[config.mk]
export PLATFORM = sky130hd
export DESIGN_NAME = decode_issue_sequencer
export DESIGN_NICKNAME = d
export VERILOG_FILES = /design/src/rtl/decode_issue_sequencer_pkg.sv /design/src/rtl/decode_issue_sequencer_instr_queue.sv /design/src/rtl/decode_issue_sequencer.sv
export SDC_FILE = /design/constraint.sdc
export NUM_CORES = 1
export LEC_CHECK = 0
export CORE_MARGIN = 5
export CORE_UTILIZATION = 30
export CTS_CLUSTER_DIAMETER = 80
export DETAILED_ROUTE_END_ITERATION = 7
export HOLD_SLACK_MARGIN = 0.12
export PLACE_DENSITY = 0.52
export SETUP_SLACK_MARGIN = 0.5
export SYNTH_ARGS = -nofsm -noshare
export SYNTH_HDL_FRONTEND = slang
export SYNTH_HIERARCHICAL = 1
export SYNTH_SLANG_ARGS = --single-unit
[constraint.sdc]
create_clock -name clock -period 12.1 [get_ports clock]
set_input_delay 1.21 -clock clock [delete_from_list [all_inputs] [get_ports clock]]
set_output_delay 1.21 -clock clock [all_outputs]
set_load 0.01 [all_outputs]
[src/rtl/decode_issue_sequencer_pkg.sv]
// Shared opcode constants, instruction-class and sequencer-state encodings
// for the decode issue sequencer.
package decode_issue_sequencer_pkg;

  localparam logic [6:0] OP_LUI    = 7'b0110111;
  localparam logic [6:0] OP_AUIPC  = 7'b0010111;
  localparam logic [6:0] OP_JAL    = 7'b1101111;
  localparam logic [6:0] OP_JALR   = 7'b1100111;
  localparam logic [6:0] OP_BRANCH = 7'b1100011;
  localparam logic [6:0] OP_LOAD   = 7'b0000011;
  localparam logic [6:0] OP_STORE  = 7'b0100011;
  localparam logic [6:0] OP_CALCI  = 7'b0010011;
  localparam logic [6:0] OP_CALC   = 7'b0110011;
  localparam logic [6:0] OP_FENCE  = 7'b0001111;

  typedef enum logic [1:0] {
    CLS_NONE = 2'd0,
    CLS_ALU  = 2'd1,
    CLS_LSU  = 2'd2,
    CLS_BR   = 2'd3
  } instr_class_e;

  typedef enum logic [1:0] {
    ST_IDLE   = 2'd0,
    ST_PULSE  = 2'd1,
    ST_SETTLE = 2'd2
  } seq_state_e;

  // Maps an opcode to the reservation station it needs; unknown opcodes need only the ROB.
  function automatic instr_class_e classify(input logic [6:0] opcode);
    case (opcode)
      OP_LOAD, OP_STORE:                              classify = CLS_LSU;
      OP_JAL, OP_JALR, OP_BRANCH:                     classify = CLS_BR;
      OP_LUI, OP_AUIPC, OP_CALCI, OP_CALC, OP_FENCE:  classify = CLS_ALU;
      default:                                        classify = CLS_NONE;
    endcase
  endfunction

endpackage

[src/rtl/decode_issue_sequencer_instr_queue.sv]
// Circular in-order instruction FIFO with synchronous flush; head data is
// presented combinationally from the read pointer.
module instr_queue #(
  parameter int unsigned DEPTH = 4,
  parameter int unsigned WIDTH = 64
) (
  input  logic                     clock,
  input  logic                     rst_n,
  input  logic                     flush,
  input  logic                     push,
  input  logic                     pop,
  input  logic [WIDTH-1:0]         din,
  output logic [WIDTH-1:0]         dout,
  output logic [$clog2(DEPTH):0]   count,
  output logic                     full,
  output logic                     empty
);

  localparam int unsigned PW = $clog2(DEPTH);
  localparam int unsigned CW = PW + 1;

  logic [PW-1:0]    r_head;
  logic [PW-1:0]    r_tail;
  logic [CW-1:0]    r_count;
  logic [WIDTH-1:0] r_mem [DEPTH];
  logic             w_push;
  logic             w_pop;

  assign full   = (r_count == CW'(DEPTH));
  assign empty  = (r_count == '0);
  assign count  = r_count;
  assign dout   = r_mem[r_head];
  assign w_push = push && !full && !flush;
  assign w_pop  = pop && !empty && !flush;

  // Pointers wrap naturally because DEPTH is a power of two.
  always_ff @(posedge clock or negedge rst_n) begin
    if (!rst_n) begin
      r_head  <= '0;
      r_tail  <= '0;
      r_count <= '0;
    end else if (flush) begin
      r_head  <= '0;
      r_tail  <= '0;
      r_count <= '0;
    end else begin
      if (w_push) r_tail <= r_tail + PW'(1);
      if (w_pop)  r_head <= r_head + PW'(1);
      case ({w_push, w_pop})
        2'b10:   r_count <= r_count + CW'(1);
        2'b01:   r_count <= r_count - CW'(1);
        default: r_count <= r_count;
      endcase
    end
  end

  always_ff @(posedge clock) begin
    if (w_push) r_mem[r_tail] <= din;
  end

endmodule

[src/rtl/decode_issue_sequencer.sv]
// Buffers fetched instructions and fires one decode pulse per instruction,
// only when the ROB and the matching reservation station have room.
module decode_issue_sequencer
  import decode_issue_sequencer_pkg::*;
#(
  parameter int unsigned QDEPTH = 4,
  parameter int unsigned XLEN   = 32,
  parameter int unsigned STALLW = 16
) (
  input  logic                      clock,
  input  logic                      rst_n,
  input  logic                      fetch_valid,
  input  logic [XLEN-1:0]           fetch_instr,
  input  logic [XLEN-1:0]           fetch_pc,
  output logic                      fetch_ready,
  input  logic                      rob_free,
  input  logic                      alu_rs_free,
  input  logic                      lsu_rs_free,
  input  logic                      br_rs_free,
  input  logic                      flush,
  output logic                      decode_pulse,
  output logic                      decode_available,
  output logic [XLEN-1:0]           decode_instr,
  output logic [XLEN-1:0]           decode_pc,
  output logic [$clog2(QDEPTH):0]   q_count,
  output logic [STALLW-1:0]         stall_count
);

  localparam int unsigned EW = 2 * XLEN;

  seq_state_e        r_state;
  seq_state_e        w_next;
  logic              w_pop;
  logic              w_push;
  logic [EW-1:0]     w_q_dout;
  logic              w_q_full;
  logic              w_q_empty;
  instr_class_e      w_head_class;
  logic              w_rs_ok;
  logic              w_head_ok;
  logic              w_stall_inc;
  logic [XLEN-1:0]   r_decode_instr;
  logic [XLEN-1:0]   r_decode_pc;
  logic [STALLW-1:0] r_stall;

  assign w_push = fetch_valid && !w_q_full && !flush;

  instr_queue #(
    .DEPTH (QDEPTH),
    .WIDTH (EW)
  ) u_instr_queue (
    .clock (clock),
    .rst_n (rst_n),
    .flush (flush),
    .push  (w_push),
    .pop   (w_pop),
    .din   ({fetch_instr, fetch_pc}),
    .dout  (w_q_dout),
    .count (q_count),
    .full  (w_q_full),
    .empty (w_q_empty)
  );

  assign w_head_class = classify(w_q_dout[XLEN+6:XLEN]);

  always_comb begin
    w_rs_ok = 1'b1;
    case (w_head_class)
      CLS_ALU: w_rs_ok = alu_rs_free;
      CLS_LSU: w_rs_ok = lsu_rs_free;
      CLS_BR:  w_rs_ok = br_rs_free;
      default: w_rs_ok = 1'b1;
    endcase
  end

  assign w_head_ok = !w_q_empty && rob_free && w_rs_ok;

  always_ff @(posedge clock or negedge rst_n) begin
    if (!rst_n) r_state <= ST_IDLE;
    else        r_state <= w_next;
  end

  // PULSE is always followed by SETTLE so decoder-side updates reach the free inputs.
  always_comb begin
    w_next = r_state;
    w_pop  = 1'b0;
    case (r_state)
      ST_IDLE, ST_SETTLE: begin
        if (w_head_ok) begin
          w_next = ST_PULSE;
          w_pop  = 1'b1;
        end else begin
          w_next = ST_IDLE;
        end
      end
      ST_PULSE: w_next = ST_SETTLE;
      default:  w_next = ST_IDLE;
    endcase
    if (flush) begin
      w_next = ST_IDLE;
      w_pop  = 1'b0;
    end
  end

  assign w_stall_inc = ((r_state == ST_IDLE) || (r_state == ST_SETTLE)) &&
                       !w_q_empty && !w_head_ok;

  always_ff @(posedge clock or negedge rst_n) begin
    if (!rst_n) begin
      r_decode_instr <= '0;
      r_decode_pc    <= '0;
      r_stall        <= '0;
    end else begin
      if (w_pop) begin
        r_decode_instr <= w_q_dout[EW-1:XLEN];
        r_decode_pc    <= w_q_dout[XLEN-1:0];
      end
      if (w_stall_inc && (r_stall != '1)) r_stall <= r_stall + STALLW'(1);
    end
  end

  assign decode_pulse     = (r_state == ST_PULSE);
  assign decode_available = decode_pulse;
  assign decode_instr     = r_decode_instr;
  assign decode_pc        = r_decode_pc;
  assign stall_count      = r_stall;
  assign fetch_ready      = !w_q_full;

endmodule

**Run 1: signal wires by layer**

Drawn at 1.5 px/µm.
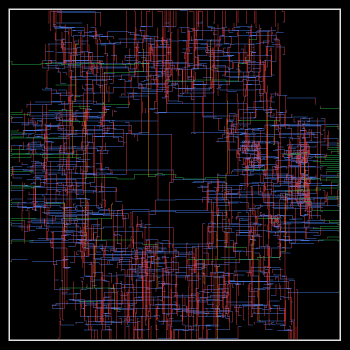
Red marks M2, wire length 13600 µm. Blue marks M1, wire length 12500 µm. Orange marks M4, wire length 815 µm. Green marks M3, wire length 1340 µm.

**Run 1: congestion heat map**

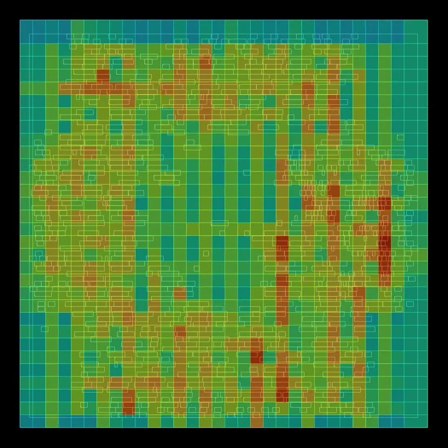
GR Util met1: 16.0%
Global Route met3 Usage: 2.60%
per-cell routed wire length: 19.7 µm

**Run 1: M4 wires**

Drawn at 1.5 px/µm. Cells faint in the background.
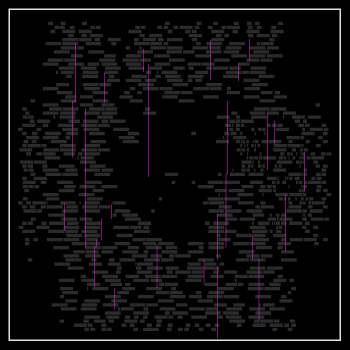
9 nets have wire on it. The wires run mostly vertical. The layer holds 2.9% of the routed length. The layer carries 815 µm of wire. The longest straight run is 92.5 µm.
Detailed Route WL: 28.2 mm
via count: 6515

**Run 1: clock network drawn from the DEF**

Drawn at 1 px/µm.
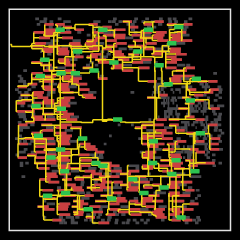
Yellow marks clock wires, length 4580 µm. Green marks clock-net drivers, count 41. Red marks flip-flops, count 345.
Position of the flops: widely spread.
clock group power: 1.31 mW
final worst clock skew: 0.0142 ns
worst-skew pair later-pin latency: 0.54 ns

[run 1: cells in the mapped netlist (2+ instances only)]
cell and number:
edfxtp_1 256, dfrtp_1 89, mux4_2 64, mux2_1 49
xor2_1 17, mux2_2 16, nand2_1 13, nor2_1 13
buf_2 9, nand4_1 9, nor3_1 8, inv_1 7
buf_6 6, nand2b_1 6, nor4_1 6, buf_4 5
buf_8 5, ha_1 5, o21ai_0 5, and2_1 4
clkbuf_1 4, nor3b_1 4, or4_1 4, a21oi_1 3
and4_1 2, nand3_1 2, nor2b_1 2, o22ai_1 2
[run 1: power groups by stage]
stage	combinational, mW	clock, mW	sequential (mW)
after floorplan	0.103	0	1.49
after global placement	0.387	0	1.47
after detailed placement	0.392	0	1.47
after CTS	0.394	1.35	1.45
after global routing	0.416	1.41	1.46
final	0.385	1.31	1.44
==> qor.yml, run 1 <==
ys.flops: 345
drc_errors: 0
antenna_found_initial: 0
intPower_mw: 2.43
slowest_stage: "nor3b_1"
worstSetupPathType: "register to register"
crit_buf_inv: 2
drt-initial-drc-count: 486
layout-drive-gt1-share_pct: 19.9
synth_seq_share_pct: 75.2
overflow: 0
clk_pin_slew_ns: 0.06
tightest_slew_ns: 1.09
r2r_end: "u_instr_queue/count[1]$_DFFE_PN0P_"
cts.sinks: 345
cts_root_buf: "clkbuf_16"
gp_congestion: 0.763
wl_met1_mm: 12.5
tap_cells: 585
timing.setup.tns_ns: 0
p_sw_uw: 704
cp.required_ns: 12.49
busiest_layer: "met2"
clock_buffers: 52
seq_cell_count: 345
n_fill_cell: 3955
wl_met2_mm: 13.6
power_mw: 3.14
cp_max_fo: 41
placed_cell_area_mm2: 0.0154
adder_share_pct: 0.626
finalCriticalPeriod_ns: 5.54
rrSetupSlack_ns: 6.56
top_cells_by_area: "edfxtp_1 (58%), dfrtp_1 (17%), mux4_2 (11%), mux2_1 (4.2%), mux2_2 (1.4%)"
ys_sh_aoi_pct: 1.20
rsz0062_at_grt: "no"
largest_class: "flip-flops and latches"
comb_area_share_pct: 18.0
synth_area_mm2: 0.0132
coreArea_mm2: 0.0433
top_layer_used: "met4"
numCtsBuffers: 41
setup_violations: 0
maxSlewViolCount: 0
wl_met3_mm: 1.34
dpl.hpwl_mm: 16.6
start_kind: "register"
fmax_ghz: 0.180
ant_nets: 0
status: "completed"
sh_seq_area_pct: 59.0
tritoncts: "built"
switching_share_pct: 22.5
ff2ff_path_depth: 12
synth_top_area_share_pct: 58.3
postCtsSetupBuffers: 0
path_depth: 12
max_slew_margin_pct: 27.4
seq_area_mm2: 0.00992
die_h_um: 220
top_logic_kind: "multiplexers"
fp_util_pct: 30.5
critPathMaxStageDelay_ns: 0.89
clockBufferDepth: 3
r2r_start: "u_instr_queue/r_head[0]$_DFFE_PN0P_"
edf_count: 256
inv_count: 7
==> inputs of run 2 (changes only) <==
--- a/config.mk
+++ b/config.mk
@@ -10,7 +10,7 @@
 export CTS_CLUSTER_DIAMETER = 80
 export DETAILED_ROUTE_END_ITERATION = 7
 export HOLD_SLACK_MARGIN = 0.12
-export PLACE_DENSITY = 0.52
+export PLACE_DENSITY = 0.54
 export SETUP_SLACK_MARGIN = 0.5
 export SYNTH_ARGS = -nofsm -noshare
 export SYNTH_HDL_FRONTEND = slang
==> constraint.sdc (replaced) <==
create_clock -name clock -period 4.7 [get_ports clock]
set_input_delay 0.47 -clock clock [delete_from_list [all_inputs] [get_ports clock]]
set_output_delay 0.47 -clock clock [all_outputs]
set_load 0.01 [all_outputs]
==> qor.yml, run 2 <==
top_layer_used: "met5"
dpl.hpwl_mm: 17.2
clk_pin_slew_ns: 0.06
intPower_mw: 6.10
clk_latency_ns: 0.53
clockBufferDepth: 3
most-common-layout-cells: "edfxtp_1 (256), clkdlybuf4s50_1 (156), dfrtp_1 (87), mux4_2 (64), mux2_1 (49)"
finClkSkew_ns: 0.0104
p_sw_mw: 1.78
edf_count: 256
p_comb_uw: 997
inv_count: 7
finalCriticalPeriod_ns: 3.78
maxSlewViolCount: 0
postCtsSetupBuffers: 0
synth.most_common_cell: "edfxtp_1"
timing.setup.tns_ns: 0
sh_seq_area_pct: 58.8
synth_area_mm2: 0.0132
routed_wl_mm: 28.7
tritoncts: "built"
synth_top_area_share_pct: 58.3
p_seq_mw: 3.72
die_h_um: 220
tightest_slew_ns: 0.852
cp_max_fo: 17
r2r_end: "u_instr_queue/count[1]$_DFFE_PN0P_"
max_slew_margin_pct: 43.2
rrSetupSlack_ns: 0.92
rsz0062_at_grt: "no"
largest_class: "flip-flops and latches"
path_depth: 14
fp_util_pct: 30.5
cts_root_buf: "clkbuf_16"
tap_cells: 585
seq_area_mm2: 0.00992
wl_met1_mm: 12.7
worstSetupPathType: "register to register"
ant_nets: 0
adder_share_pct: 0.626
coreArea_mm2: 0.0433
vias: 6574
ys.flops: 345
n_fill_cell: 3969
cp.required_ns: 5.11
power_frac_comb_pct: 12.6
synthTopCellsByCount: "edfxtp_1 (256), dfrtp_1 (89), mux4_2 (64), mux2_1 (49), xor2_1 (17)"
setup_violations: 0
overflow: 0
top_power_group: "registers"
numCtsBuffers: 40
p_leak_nw: 5.74
start_kind: "register"
switching_share_pct: 22.6
ys_sh_aoi_pct: 1.20
crit_buf_inv: 3
dpl.cell_count: 1367
synth_seq_share_pct: 75.2
num-multi-input-gates: 253
wl_per_cell_um: 19.9
status: "completed"
clk_share_pct: 8.08
ff2ff_path_depth: 14
gp_congestion: 0.733
top_cells_by_area: "edfxtp_1 (58%), dfrtp_1 (17%), mux4_2 (11%), mux2_1 (4.2%), mux2_2 (1.4%)"
die-area_mm2: 0.0483
p_clk_mw: 3.16
slowest_stage: "mux4_2"
top_logic_kind: "multiplexers"
critPathMaxStageDelay_ns: 0.60
fmax_ghz: 0.265
comb_area_share_pct: 17.9
wl_met3_mm: 1.56
wl_met2_mm: 13.8
drc_errors: 0
cts.sinks: 345
drt-initial-drc-count: 324
r2r_start: "u_instr_queue/r_head[0]$_DFFE_PN0P_"
arrival_ns: 4.19
seq_cell_count: 345
## run 2: cells by family after synthesis
logic type	Yosys count
xor gates and xnor gates	18
and+or+nand+nor	77
muxes	130
adders and majority gates	6
AOI/OAI and AO/OA	22
DFF	345
buffers and inverters	36
## run 2: stage by stage
stage / power, mW / instance area, µm² / setup slack, ns / utilization, %
after floorplan: 4.11 / 13200 / 0.836 / -
after global placement: 4.78 / 15500 / 0.805 / 35.8
after detailed placement: 4.80 / 15500 / 0.757 / 35.8
after CTS: 8.02 / 16800 / 0.731 / 38.9
after global routing: 8.24 / 16900 / 0.636 / 39.0
final: 7.88 / 16900 / 0.920 / 39.0
## run 2: routing by layer
metal / up-vias / GRT usage (%)
met5: - / 0
met1: 3457 / 16.0
li1: 2919 / -
met4: 2 / 4.14
met3: 44 / 3.06
met2: 152 / 19.4
**Run 2: congestion heat map**

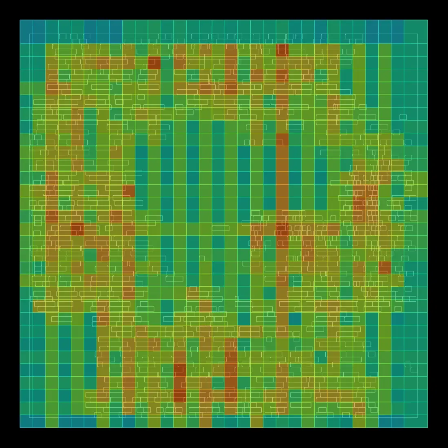
Global Route met3 Usage: 3.06%
Top Usage Layer GRT: met2
GR Util met1: 16.0%

**Run 2: close-up of the layout**

Region (155, 45) to (175, 65) µm. Cells in gray, sequential cells in the stronger gray; small squares are vias.
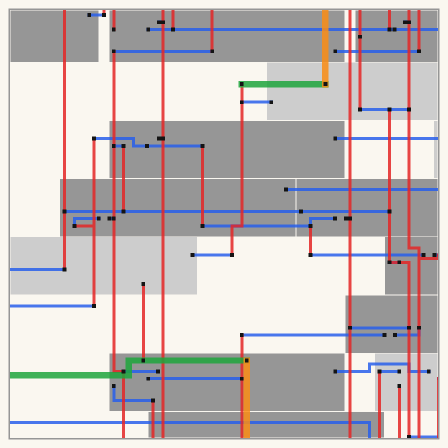
Red marks M2. Orange marks M4. Green marks M3. Blue marks M1.
7 logic cells have their middle in the window. Most frequent: edfxtp_1 (5), clkbuf_16 (2). Sequential cells in the window: 5. Netlist names of flops here include `u_instr_queue/r_mem` (5).

Power and IR drop assume default switching activity.
